`src/rtl/fifo_pkg.sv`:
```
// Shared helpers for the async FIFO pointer blocks (write and read side).
// Conversions work on 32-bit zero-extended values so any pointer width up to 32 can use them.
package fifo_pkg;

  localparam int unsigned ADDR_SIZE_DEFAULT = 8;
  localparam int unsigned DEPTH_DEFAULT     = 2 ** ADDR_SIZE_DEFAULT;

  function automatic int unsigned fifo_depth(input int unsigned addr_size);
    return 2 ** addr_size;
  endfunction

  function automatic logic [31:0] bin2gray(input logic [31:0] bin);
    return bin ^ (bin >> 1);
  endfunction

  function automatic logic [31:0] gray2bin(input logic [31:0] gray);
    logic [31:0] bin;
    bin = '0;
    for (int unsigned i = 0; i < 32; i++) begin
      bin[i] = ^(gray >> i);
    end
    return bin;
  endfunction

endpackage

```
`src/rtl/fifo_gray2bin.sv`:
```
// Combinational Gray-to-binary converter of parameterisable width.
module fifo_gray2bin #(
  parameter int unsigned WIDTH = 9
) (
  input  logic [WIDTH-1:0] gray_i,
  output logic [WIDTH-1:0] bin_o
);

  // Each binary bit is the XOR of all Gray bits at or above it.
  always_comb begin
    bin_o = '0;
    for (int unsigned i = 0; i < WIDTH; i++) begin
      bin_o[i] = ^(gray_i >> i);
    end
  end

endmodule

```
`src/rtl/fifo_wptr_full.sv`:
```
// Write-side pointer and flag logic of the async sample FIFO: Gray write pointer,
// RAM write strobe/address, registered full, almost-full, fill level and sticky overflow.
module fifo_wptr_full
  import fifo_pkg::*;
#(
  parameter int unsigned ADDR_SIZE = 8,
  parameter int unsigned AF_MARGIN = 4
) (
  input  logic                 w_clk_i,
  input  logic                 w_rst_i,
  input  logic                 w_inc_i,
  input  logic [ADDR_SIZE:0]   wq2_rptr_i,
  input  logic                 w_ovf_clr_i,
  output logic                 w_en_o,
  output logic [ADDR_SIZE-1:0] w_addr_o,
  output logic [ADDR_SIZE:0]   w_ptr_o,
  output logic                 w_full_o,
  output logic                 w_almost_full_o,
  output logic [ADDR_SIZE:0]   w_level_o,
  output logic                 w_overflow_o
);

  localparam int unsigned      DEPTH     = fifo_depth(ADDR_SIZE);
  localparam logic [ADDR_SIZE:0] AF_THRESH = (ADDR_SIZE + 1)'(DEPTH - AF_MARGIN);

  logic [ADDR_SIZE:0] w_bin_q,   w_bin_d;
  logic [ADDR_SIZE:0] w_gray_q,  w_gray_d;
  logic [ADDR_SIZE:0] w_level_q, w_level_d;
  logic               w_full_q,  w_full_d;
  logic               w_af_q,    w_af_d;
  logic               w_ovf_q,   w_ovf_d;

  logic [ADDR_SIZE:0] rbin;
  logic [ADDR_SIZE:0] rptr_full_cmp;
  logic [31:0]        bin_wide;
  logic [31:0]        gray_wide;

  fifo_gray2bin #(
    .WIDTH(ADDR_SIZE + 1)
  ) u_rptr_g2b (
    .gray_i(wq2_rptr_i),
    .bin_o (rbin)
  );

  assign w_en_o = w_inc_i & ~w_full_q;

  // Full when the next write pointer equals the read pointer with its top two Gray bits inverted.
  assign rptr_full_cmp = {~wq2_rptr_i[ADDR_SIZE:ADDR_SIZE-1], wq2_rptr_i[ADDR_SIZE-2:0]};

  always_comb begin
    w_bin_d  = w_bin_q + {{ADDR_SIZE{1'b0}}, w_en_o};
    bin_wide = '0;
    bin_wide[ADDR_SIZE:0] = w_bin_d;
    gray_wide = bin2gray(bin_wide);
    w_gray_d  = gray_wide[ADDR_SIZE:0];
    w_full_d  = (w_gray_d == rptr_full_cmp);
    w_level_d = w_bin_d - rbin;
    w_af_d    = (w_level_d >= AF_THRESH);
    // Set has priority over clear so a rejected write is never lost.
    w_ovf_d   = (w_inc_i & w_full_q) | (w_ovf_q & ~w_ovf_clr_i);
  end

  always_ff @(posedge w_clk_i or negedge w_rst_i) begin
    if (!w_rst_i) begin
      w_bin_q   <= '0;
      w_gray_q  <= '0;
      w_level_q <= '0;
      w_full_q  <= 1'b0;
      w_af_q    <= 1'b0;
      w_ovf_q   <= 1'b0;
    end else begin
      w_bin_q   <= w_bin_d;
      w_gray_q  <= w_gray_d;
      w_level_q <= w_level_d;
      w_full_q  <= w_full_d;
      w_af_q    <= w_af_d;
      w_ovf_q   <= w_ovf_d;
    end
  end

  assign w_addr_o        = w_bin_q[ADDR_SIZE-1:0];
  assign w_ptr_o         = w_gray_q;
  assign w_full_o        = w_full_q;
  assign w_almost_full_o = w_af_q;
  assign w_level_o       = w_level_q;
  assign w_overflow_o    = w_ovf_q;

endmodule
```
`config.mk`:
```
export PLATFORM = sky130hd
export DESIGN_NAME = fifo_wptr_full
export DESIGN_NICKNAME = d
export VERILOG_FILES = /design/src/rtl/fifo_pkg.sv /design/src/rtl/fifo_gray2bin.sv /design/src/rtl/fifo_wptr_full.sv
export SDC_FILE = /design/constraint.sdc
export NUM_CORES = 1
export LEC_CHECK = 0
export CAP_MARGIN = 10
export CORE_UTILIZATION = 53
export DETAILED_ROUTE_END_ITERATION = 16
export PLACE_DENSITY_LB_ADDON = 0.25
export SYNTH_ARGS = -nofsm -noshare
export SYNTH_HDL_FRONTEND = slang
export SYNTH_SLANG_ARGS = --single-unit
```
`constraint.sdc`:
```
create_clock -name w_clk_i -period 8.75 [get_ports w_clk_i]
set_input_delay 0.875 -clock w_clk_i [delete_from_list [all_inputs] [get_ports w_clk_i]]
set_output_delay 0.875 -clock w_clk_i [all_outputs]
set_load 0.05 [all_outputs]
```
==> flow_metrics.env, run 1 <==
# implementation run metrics
export IMPL_synth_edff_count=0
export IMPL_worst_setup_path_end_kind="flop"
export IMPL_whs_ps=521.9
export IMPL_final_worst_path_period_share=0.5117
export IMPL_postLayoutSetupSlackWorst_ps=4273
export IMPL_antenna_cells=0
export IMPL_comb_multi_in=114
export IMPL_nNetsFinal=230
export IMPL_critical_path_required_ps=8980
export IMPL_cts_tree="done"
export IMPL_max_stage_delay_ps=540
export IMPL_crit_path_end="w_almost_full_o"
export IMPL_placed_area_sq_um=2236
export IMPL_syn_mean_instance_area_sq_um=11.24
export IMPL_ys_warn_count=0
export IMPL_timing_critical_path_from="wq2_rptr_i[7]"
export IMPL_synth_async_reset_ratio=1.000
export IMPL_top_cells_by_area="sky130_fd_sc_hd__dfrtp_1 (41%), sky130_fd_sc_hd__xnor2_1 (12%), sky130_fd_sc_hd__ha_1 (7.1%)"
export IMPL_syn_num_nets=180
export IMPL_cts_buffer_depth=2
export IMPL_critPathArrivalTime_ps=4710
export IMPL_post_synth_main_logic_family="XOR/XNOR gates"
export IMPL_layout_core_utilization=0.7383
export IMPL_clock_latency_late_pin_ps=330
export IMPL_max_clock_freq_mhz=223.4
export IMPL_synthDistinctLibCells=39
export IMPL_grt_usage=0.2352
export IMPL_area_combinational_sq_um=978.4
export IMPL_min_period_ps=4477
export IMPL_crit_family="XOR/XNOR gates"
export IMPL_timing_max_transition_violations_final=0
export IMPL_synth_area_mux_share=0.005710
export IMPL_yosysTopAreaCell="sky130_fd_sc_hd__dfrtp_1"
export IMPL_drt_pre_antenna_iters=4
export IMPL_grt_setup_unrepaired="false"
export IMPL_die_height_um=59.51
export IMPL_drt_wirelength_per_cell_um=14.20
export IMPL_synth_xor_xnor_area_share=0.2727
export IMPL_finalHoldViolCount=0
export IMPL_detail_route_antenna_nets=0
export IMPL_fillerInstances=230
export IMPL_crit_buf_inv=2
export IMPL_grt_first_pass_wirelength_um=5975
export IMPL_num_clock_buffers=5
export IMPL_clock_sinks=29
export IMPL_status="completed"
export IMPL_fp_dieW_um=59.51
export IMPL_timing_worst_slew_pin_value_ps=504.9
export IMPL_drt_wl_total_um=3565
export IMPL_clkTransAtPathRegs_ps=100
==> run 1: per-layer routing <==
layer | global-route usage | up-vias | routed length, um | part of all wire
li1 | - | 634 | - | -
met1 | 0.2847 | 617 | 1561 | 0.44
met2 | 0.3676 | 50 | 1689 | 0.47
met3 | 0.06987 | 14 | 201 | 0.056
met4 | 0.1462 | 0 | 112 | 0.031
met5 | 0 | - | 0 | 0
==> run 1: Yosys cell counts, drive strengths merged, types with 2 or more instances <==
library cell,number
o211a,2
nor3,4
xnor3,3
and3,3
nand2,9
xnor2,24
dfrtp,29
nand3,5
a21oi,4
xor3,2
o21a,2
inv,13
a31oi,3
nor2,6
ha,10
o21ai,5
or4,2
nor2b,2
xor2,14
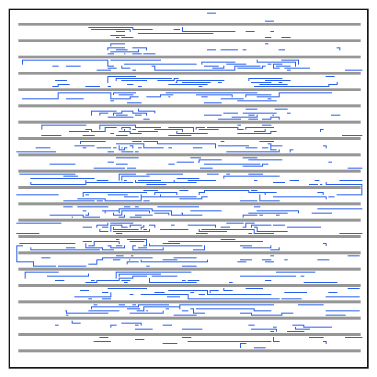
Figure 1: run 1, signal wires on met1.
Drawn at 6 px/um. Supply wires on this layer in grey.
share of all routed wire: 44%
wire length on this layer: 1560 um
longest straight run: 15.6 um

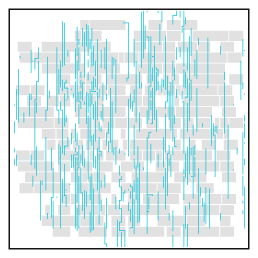
Figure 2: run 1, met2 routing.
Drawn at 4 px/um.
longest straight run: 24.0 um
share of all routed wire: 47%
met2 track demand over resource: 0.3676
via count: 1315

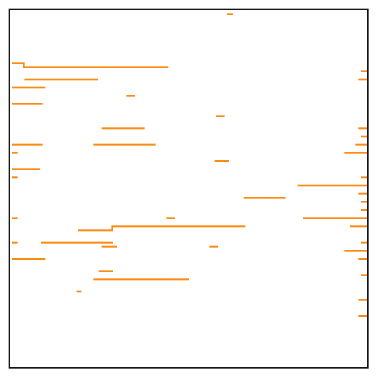
Figure 3: run 1, M3 wires.
Drawn at 6 px/um.
share of all routed wire: 5.7%
nets with wire on the layer: 38
longest straight run: 23.9 um
main direction: horizontal
wire length on this layer: 202 um

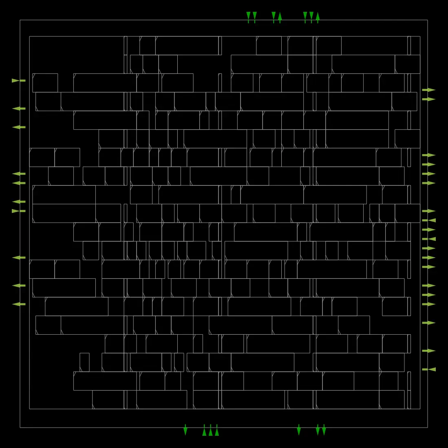
Figure 4: run 1, cell outlines without signal wires.
Tapcells: 44
registers: 29
proportion of cell area occupied by registers: 0.3168
CORE AREA: 3103 sq um

--- run 2 (diff from run 1) ---
- CORE_UTILIZATION: 53 -> 49
- clock period: 8.75 -> 4.3 ns (I/O delays scaled with it)
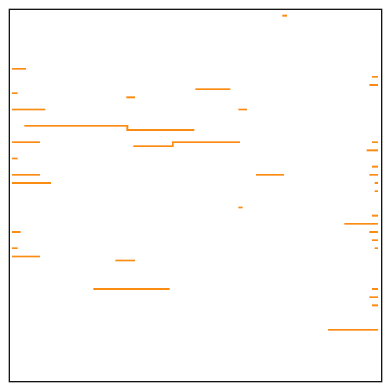
Figure 5: run 2, M3 wires.
Drawn at 6 px/um.
main direction: horizontal
share of all routed wire: 3.7%
longest straight run: 17.0 um
wire length on this layer: 130 um
nets with wire on the layer: 31
via count: 1309
met3 routing resource usage after global routing: 0.03934
total routed wirelength: 3501 um

==> run 2 against run 1 <==
Effect of this change:
- design area rose by 0.76%
- clock skew grew 3.6 ps
- global-route usage is 2.4 points lower
- via count fell by 0.46%
- area after synthesis unchanged
- flip-flop count is the same
- sequential share of layout area is 0.24 points lower
- critical path depth unchanged
- hold slack got worse by 36 ps
==> flow_metrics.env, run 2 <==
# implementation run metrics
export IMPL_fp_dieW_um=61.81
export IMPL_clock_sinks=29
export IMPL_final_worst_path_period_share=0.9032
export IMPL_setup_total_negative_slack_ps=0
export IMPL_synth_edff_count=0
export IMPL_syn_num_nets=180
export IMPL_die_height_um=61.81
export IMPL_drt_wirelength_per_cell_um=13.78
export IMPL_min_period_ps=3884
export IMPL_synthDistinctLibCells=39
export IMPL_crit_path_end="w_almost_full_o"
export IMPL_nNetsFinal=232
export IMPL_critical_path_required_ps=4520
export IMPL_synth_xor_xnor_area_share=0.2727
export IMPL_yosys_top_cells_count="sky130_fd_sc_hd__dfrtp_1 (29), sky130_fd_sc_hd__xnor2_1 (24), sky130_fd_sc_hd__inv_1 (12), sky130_fd_sc_hd__xor2_1 (12), sky130_fd_sc_hd__ha_1 (10)"
export IMPL_whs_ps=486.3
export IMPL_synth_most_common_cell="sky130_fd_sc_hd__dfrtp_1"
export IMPL_placed_area_sq_um=2253
export IMPL_synth_area_mux_share=0.005710
export IMPL_crit_buf_inv=2
export IMPL_cts_tree="done"
export IMPL_synth_ff_latch_count=29
export IMPL_crit_family="XOR/XNOR gates"
export IMPL_grt_usage=0.2115
export IMPL_post_synth_main_logic_family="XOR/XNOR gates"
export IMPL_max_stage_delay_ps=530
export IMPL_top_cells_by_area="sky130_fd_sc_hd__dfrtp_1 (41%), sky130_fd_sc_hd__xnor2_1 (12%), sky130_fd_sc_hd__ha_1 (7.1%)"
export IMPL_finalHoldViolCount=0
export IMPL_synth_async_reset_ratio=1.000
export IMPL_cts_setup_buffers=0
export IMPL_detail_route_antenna_nets=0
export IMPL_layout_cells_most_common_list="sky130_fd_sc_hd__clkdlybuf4s50_1 (42), sky130_fd_sc_hd__dfrtp_1 (29), sky130_fd_sc_hd__xnor2_1 (24), sky130_fd_sc_hd__xor2_1 (12), sky130_fd_sc_hd__inv_1 (12)"
export IMPL_yosysTopAreaCell="sky130_fd_sc_hd__dfrtp_1"
export IMPL_max_clock_freq_mhz=257.5
export IMPL_synth_compound_area_share=0.1021
export IMPL_timing_critical_path_from="wq2_rptr_i[7]"
export IMPL_timing_worst_slew_pin_value_ps=511.6
export IMPL_critPathArrivalTime_ps=4100
export IMPL_status="completed"
export IMPL_clkTransAtPathRegs_ps=90
export IMPL_ys_warn_count=0
export IMPL_cts_buffer_depth=2
export IMPL_yosys_stat_chipArea_sq_um=1753
export IMPL_clock_latency_late_pin_ps=320
export IMPL_fillerInstances=250
export IMPL_timing_max_transition_violations_final=0
export IMPL_grt_first_pass_wirelength_um=5802
export IMPL_worst_setup_path_end_kind="flop"
export IMPL_drtIter0Drc=39
export IMPL_antenna_cells=0
export IMPL_drt_pre_antenna_iters=4
export IMPL_grt_setup_unrepaired="false"
export IMPL_syn_mean_instance_area_sq_um=11.24
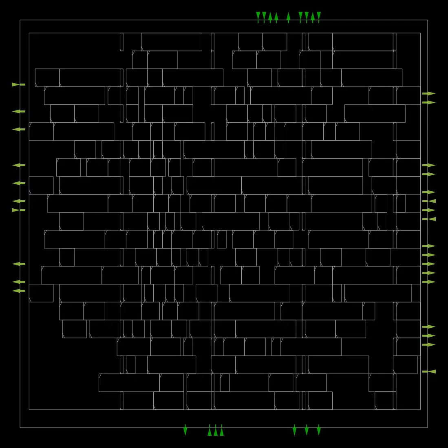
Figure 6: run 2, cell outlines without signal wires.
Tapcells: 46
CORE AREA: 3390 sq um
Final Non-Filler Cells: 254

## run 2: cell counts after synthesis
No cell type changed its count.
## run 2: metal layers
layer / global-route usage / share of wire
met3: 0.03934 / 0.037
met2: 0.3472 / 0.48
met5: 0 / 0
met4: 0.09206 / 0.020
met1: 0.2742 / 0.46
## run 2: cell families after synthesis
group	after synthesis
adder cells (fa/ha/maj)	11
buffers and inverters	13
multiplexers	1
AND/OR/NAND/NOR	34
AND-OR/OR-AND	25
XOR/XNOR	43
flip-flops	29
## run 2: layout make-up
type	count	area [sq um]	area share
clock buffer	7	55.05	0.02385
multi-input combinational	114	978.4	0.4238
sequential	29	725.7	0.3144
tap	46	57.56	0.02493
timing repair buffer	45	442.9	0.1919
inverter	13	48.80	0.02114
